Design lsu_ctrl, sky130hd; sources not shown.
==> run_1/met1.png <==
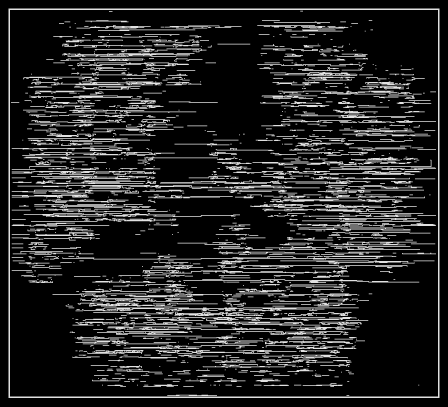
longest straight run = 62.1 um
wire length on this layer = 22.0 mm
main direction = horizontal
nets with wire on the layer = 1755
share of all routed wire = 47%
vias after detailed routing: 11900
global routing usage on met1: 0.229

==> run_1/met2.png <==
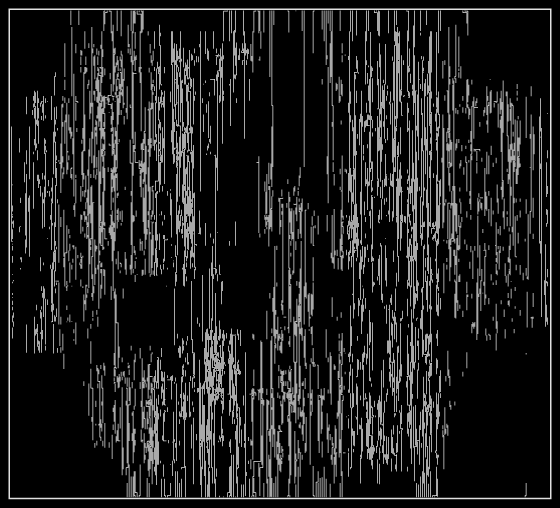
longest straight run = 86.4 um
wire length on this layer = 21.7 mm
share of all routed wire = 46%
nets with wire on the layer = 1513
met2 demand-to-capacity share in global routing: 0.262
total detailed-routing wirelength: 47.4 mm

==> run_1/met3.png <==
The bar under the picture is 50 um long. Cells faint in the background.
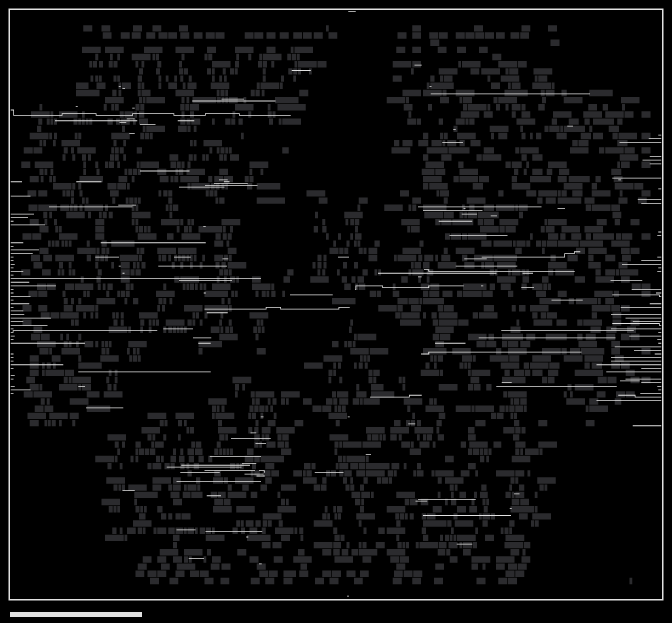
share of all routed wire = 5.1%
main direction = horizontal
longest straight run = 94.5 um
wire length on this layer = 2410 um
met3 routing resource usage after global routing: 0.0329

==> run_1/met4.png <==
The bar under the picture is 50 um long.
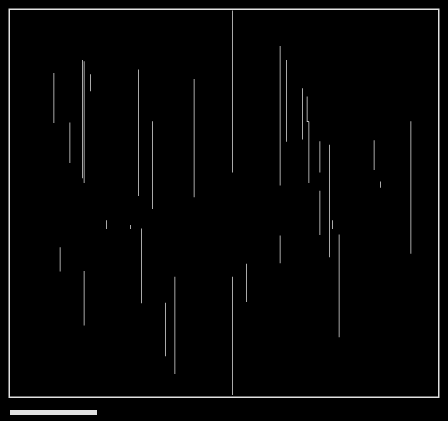
nets with wire on the layer = 18
share of all routed wire = 2.6%
longest straight run = 93.2 um
main direction = vertical

==> deck_impl_summary.md, run 1 <==
Implementation Results

Setup path
  • Data required time of the critical path: 4360 ps
  • Crit path launch type: flip-flop
  • Data arrival time of the worst path: 3490 ps
  • Type of the setup path with the least slack: reg -> reg
  • Worst reg-to-reg path cell count: 8
  • Maximum fanout along the worst path: 17
  • Reg-to-reg setup timing slack: 870 ps
  • Worst Setup End Kind: flip-flop

STA
  • Slew Limit Headroom: 0.257
  • Final period util: 0.783
  • Final slew viol count: 0
  • Post-layout minimum cycle time: ~3100 ps
  • Unrepaired setup endpoints after global routing: no
  • Actual transition at the worst max-transition pin: 1110 ps
  • Number of hold violations in the final report: 0
  • Setup violations, final: 0
  • Upper clock frequency limit: 0.319 GHz
  • Sum Neg Setup Slack: 0 ps

Clock network
  • Later-pin clock latency in the skew report: between 500 and 600 ps
  • H-tree depth reported by CTS: 1
  • Clock buffers created by TritonCTS: 30
  • Postcts setup bufs: 0
  • Clk slew on worst S/H paths: approximately 60 ps
  • Buffer cell driving the clock tree root: sky130_fd_sc_hd__clkbuf_16
  • Post-cts gate resize count: 0
  • Maximum clock path buffer count: 3
  • Clock Sink Count: 239
  • Total of hold buffers inserted after clock tree synthesis: 0
  • Clock tree from TritonCTS: done

Pwr
  • Final Total Pwr: 0.00781 W
  • IR Drop Worst-Case VDD: roughly 0.0003 V
  • Standby leakage power: 6.33 nW
  • Ratio of total power to cell area: between 400 and 500 nW/um2

Route
  • DR vias/cell: 4.79
  • Violation tally from detailed-route iteration zero: about 660
  • Length of the first detailed-routing pass in iterations: 5
  • DRC violations left: 0
  • Wirelength per Cell: about 19 um
  • Tally of nets with antenna violations remaining after routing: 0

GRT
  • Global-route usage over all layers: 0.166
  • Vias in the first global route: 11400
  • Wire length of the first global-routing pass: ~72 mm
  • Pin count of the biggest net entering global routing: 126
  • Overflow left after global routing: 0
  • Antenna violations before repair: 6

Min path
  • Min-Delay Path Depth: 3
  • Hold crit path type: in -> reg

Yosys
  • Average footprint of a synthesized cell: 7.86 um2
  • Syn Inst Count: ~1600
  • Post-synthesis instance area: approximately 13000 um2
  • Number of warnings issued by yosys: 6

Floorplanning
  • # rows: 78
  • Effective utilization at floorplan: 0.254
  • Number of top-level pins: 218
  • Standard cell core area: 50700 um2
  • Chip area: 55200 um2
  • Die Y: 223 um
  • Floorplan die width: 247 um

Placed design
  • DPL Wire Length: 32.6 mm
  • Routability Congestion: 0.809
  • Number of input and output port buffers inserted: 215

Finish
  • Sequential cell area: 4780 um2
  • Share of cells above drive strength 1: 0.104
  • Layout Utilization: 0.327
  • Top cell excl fill/tap: sky130_fd_sc_hd__nand2_1
  • Total Nets Final: between 1500 and 2000
  • Area growth from synthesis to layout: 28.6%
  • Dominant logic cell types in the final layout: sky130_fd_sc_hd__nand2_1, sky130_fd_sc_hd__dfxtp_1, sky130_fd_sc_hd__clkdlybuf4s50_1
  • Logic cell area: 7430 um2
  • Filler instances: 5314

Flow run
  • Max_cap viols: 0
  • Tally of OpenROAD warnings: 28

Run status
  • Run status: completed
[run 1: power breakdown]
group / switching (W) / total [W] / leakage, nW / internal (W)
Clock: 0.00109 / 0.00278 / 0.489 / 0.00169
Combinational: 0.00165 / 0.00237 / 3.89 / 0.000721
Sequential: 0.000118 / 0.00266 / 1.95 / 0.00254
Total: 0.00286 / 0.00781 / 6.33 / 0.00495
[run 1: stage by stage]
step	cell area (um2)	cells	hold WS [ps]	setup slack (ps)
2_1_floorplan	12900	1645	386	1040
4_1_cts	16500	2484	298	851
3_3_place_gp	15500	2432	391	744
5_1_grt	16500	2487	333	591
6_report	16500	2487	338	868
3_5_place_dp	15500	2432	397	701
[run 1: worst max-delay path, stage by stage, from the launching register on]
cell and delay (ps):
sky130_fd_sc_hd__dfxtp_1 710, sky130_fd_sc_hd__and3_1 510, sky130_fd_sc_hd__buf_4 370, sky130_fd_sc_hd__mux2_2 400, sky130_fd_sc_hd__mux4_2 470, sky130_fd_sc_hd__mux2i_1 160
sky130_fd_sc_hd__o21ai_0 90, sky130_fd_sc_hd__mux2i_1 170, sky130_fd_sc_hd__nor2_1 50
[run 1: per-layer routing]
metal | vias to the layer above | global-route usage | share of wire
li1 | 5848 | - | -
met1 | 5722 | 0.229 | 0.47
met2 | 277 | 0.262 | 0.46
met3 | 67 | 0.0329 | 0.051
met4 | 6 | 0.0470 | 0.026
met5 | - | 0 | 0.00087
[run 1: final cells by class]
class / instances / share of cell area
Clock inverter: 8 / 0.00696
Antenna cell: 3 / 0.000454
Clock buffer: 44 / 0.0529
Sequential cell: 239 / 0.289
Inverter: 9 / 0.00204
Tap cell: 680 / 0.0514
Timing Repair Buffer: 246 / 0.148
Multi-Input combinational cell: 1258 / 0.449
==> run 1 -> run 2 <==
--- a/config.mk
+++ b/config.mk
@@ -10,7 +10,7 @@
 export CORE_UTILIZATION = 25
 export DETAILED_ROUTE_END_ITERATION = 16
 export HOLD_SLACK_MARGIN = 0.1
-export PLACE_DENSITY = 0.42
+export PLACE_DENSITY = 0.43
 export SYNTH_ARGS = -nofsm -noshare
 export SYNTH_HDL_FRONTEND = slang
 export SYNTH_HIERARCHICAL = 1
==> constraint.sdc (replaced) <==
create_clock -name clk_i -period 2.57 [get_ports clk_i]
set_clock_uncertainty 0.05 [all_clocks]
set_input_delay 0.257 -clock clk_i [delete_from_list [all_inputs] [get_ports clk_i]]
set_output_delay 0.257 -clock clk_i [all_outputs]
set_load 0.1 [all_outputs]
==> run 2 against run 1 <==
Net effect: hold slack got worse by 150 ps; area after synthesis is the same; flip-flop count is the same; core utilization up 2.2 points; routed wire length increased by 2.8%; combinational power grew 79%; register-to-register slack worse by 820 ps; first-iteration DRC count grew 6.8%; count of clock-buffer cells in the layout increased by 6; power rose by 58%; fmax increased by 24%; sequential power up 56%; critical path type unchanged; critical endpoint is now reg_wdata_o[20]$_SDFFE_PP0P_; largest cell class unchanged; highest routed layer unchanged.
==> deck_impl_summary.md, run 2 <==
Implementation Results

Setup path
  • Data arrival time of the worst path: 2910 ps
  • Type of the setup path with the least slack: reg -> reg
  • Delay of the slowest cell on the worst path: 510 ps
  • Stages on worst setup path: 8
  • Crit path launch type: flip-flop
  • Data required time of the critical path: 2960 ps
  • Worst Setup End Kind: flip-flop
  • Maximum fanout along the worst path: 15
  • Chain of cells forming the critical path: and4bb_4, mux2_2, mux4_2, o211ai_2, buf_12, o21ai_0, mux2i_1, nor2_1
  • Worst reg-to-reg path cell count: 8
  • Slowest CP cell: sky130_fd_sc_hd__mux4_2
  • Count of buffer and inverter cells on the critical path: 1

Route
  • Violation tally from detailed-route iteration zero: just over 700
  • Tally of nets with antenna violations remaining after routing: 0
  • Wirelength per Cell: about 18 um
  • DRC violations left: 0
  • Length of the first detailed-routing pass in iterations: 5
  • DR vias/cell: 4.71

Finish
  • Sequential cell area: 4790 um2
  • Top cell excl fill/tap: sky130_fd_sc_hd__nand2_1
  • Dominant logic cell types in the final layout: sky130_fd_sc_hd__nand2_1, sky130_fd_sc_hd__buf_4, sky130_fd_sc_hd__dfxtp_1
  • Logic cell area: around 7500 um2
  • Number of cells in the finished layout apart from fillers: around 2600
  • Area growth from synthesis to layout: 37.3%
  • Total Nets Final: 2040
  • Filler instances: 5346

Pwr
  • Ratio of total power to cell area: 698 nW/um2
  • Standby leakage power: 7.30 nW

Floorplanning
  • Effective utilization at floorplan: 0.254
  • Chip area: 55200 um2

Clock network
  • Clock tree from TritonCTS: done
  • Clock Sink Count: 239
  • Buffer cell driving the clock tree root: sky130_fd_sc_hd__clkbuf_16
  • Clk slew on worst S/H paths: 60 ps
  • H-tree depth reported by CTS: 1
  • Maximum clock path buffer count: 3
  • Clock buffers created by TritonCTS: 30
  • Total of hold buffers inserted after clock tree synthesis: 0
  • Later-pin clock latency in the skew report: 570 ps

Placed design
  • Routability Congestion: 0.822
  • Instance area after placement: 16600 um2
  • Number of input and output port buffers inserted: 215

Yosys
  • Number of warnings issued by yosys: 6

GRT
  • Vias in the first global route: 12200
  • Wire length of the first global-routing pass: 73.8 mm
  • Global-route usage over all layers: 0.170
  • Antenna violations before repair: 4
  • Overflow left after global routing: 0
  • Pin count of the biggest net entering global routing: just over 90

STA
  • Final slew viol count: 0
  • Number of hold violations in the final report: 0
  • Actual transition at the worst max-transition pin: 685 ps
  • Post-layout minimum cycle time: 2530 ps
  • Final period util: 0.983

Min path
  • Hold crit path type: in -> reg

Flow run
  • Max_cap viols: 0
  • Tally of OpenROAD warnings: 28

Run status
  • Run status: completed
## run 2: where the power goes
part	internal (W)	total, W	switching, W
clock	0.00229	0.00395	0.00166
combinational	0.00154	0.00424	0.00270
sequential	0.00396	0.00414	0.000180
total	0.00779	0.0123	0.00454
## run 2: layer usage
metal / GRT usage / share of wire / up-vias
li1: - / - / 6160
met1: 0.236 / 0.47 / 5936
met2: 0.277 / 0.46 / 251
met3: 0.0296 / 0.049 / 60
met4: 0.0329 / 0.019 / 6
met5: 0 / 0.00084 / -
## run 2: repair_timing
action,4_1_cts,5_1_grt
resized,1,14
gates cloned,0,1
buffers inserted,0,4
setup endpoints to repair,13,27
pin swaps,0,4
## run 2: layout make-up
class                   instances  area share
diodes                          2    0.000283
clock buffers                  50      0.0497
clock inverters                 3    0.000850
inverters                       9     0.00191
multi-input cells            1258       0.425
flip-flops and latches        239       0.271
well taps                     680      0.0482
repair buffers                392       0.203
## run 2: per-stage QoR
step	setup slack, ps	setup TNS, ps	hold WS [ps]
global placement	-442	-11640	392
finish	44.3	0	187
floorplan	-195	-5070	343
CTS	2.23	0	149
detailed placement	-487	-13530	397
global route	-85.7	-689	199
## run 2: worst reg2reg max path: stages, from the launching register on
cell and delay (ps):
sky130_fd_sc_hd__dfxtp_4 360, sky130_fd_sc_hd__and4bb_4 420, sky130_fd_sc_hd__mux2_2 380, sky130_fd_sc_hd__mux4_2 510, sky130_fd_sc_hd__o211ai_2 200, sky130_fd_sc_hd__buf_12 180
sky130_fd_sc_hd__o21ai_0 110, sky130_fd_sc_hd__mux2i_1 140, sky130_fd_sc_hd__nor2_1 60
==> run_2/met2.png <==
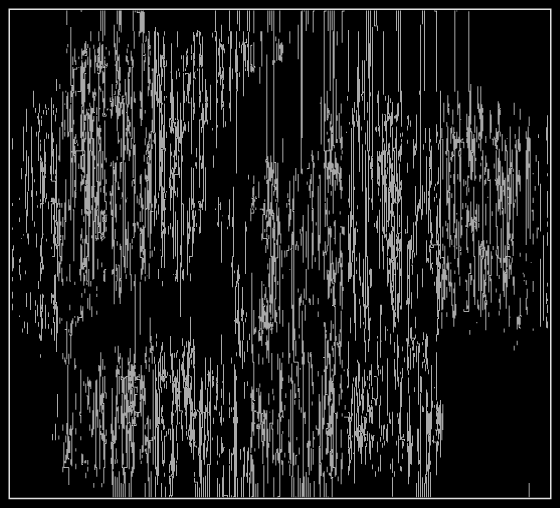
longest straight run = 84.3 um
nets with wire on the layer = 1659
main direction = vertical
met2 demand-to-capacity share in global routing: 0.277
total detailed-routing wirelength: 48.7 mm
vias after detailed routing: 12400

Power figures rest on the tool's default switching activity, not on a simulated workload.
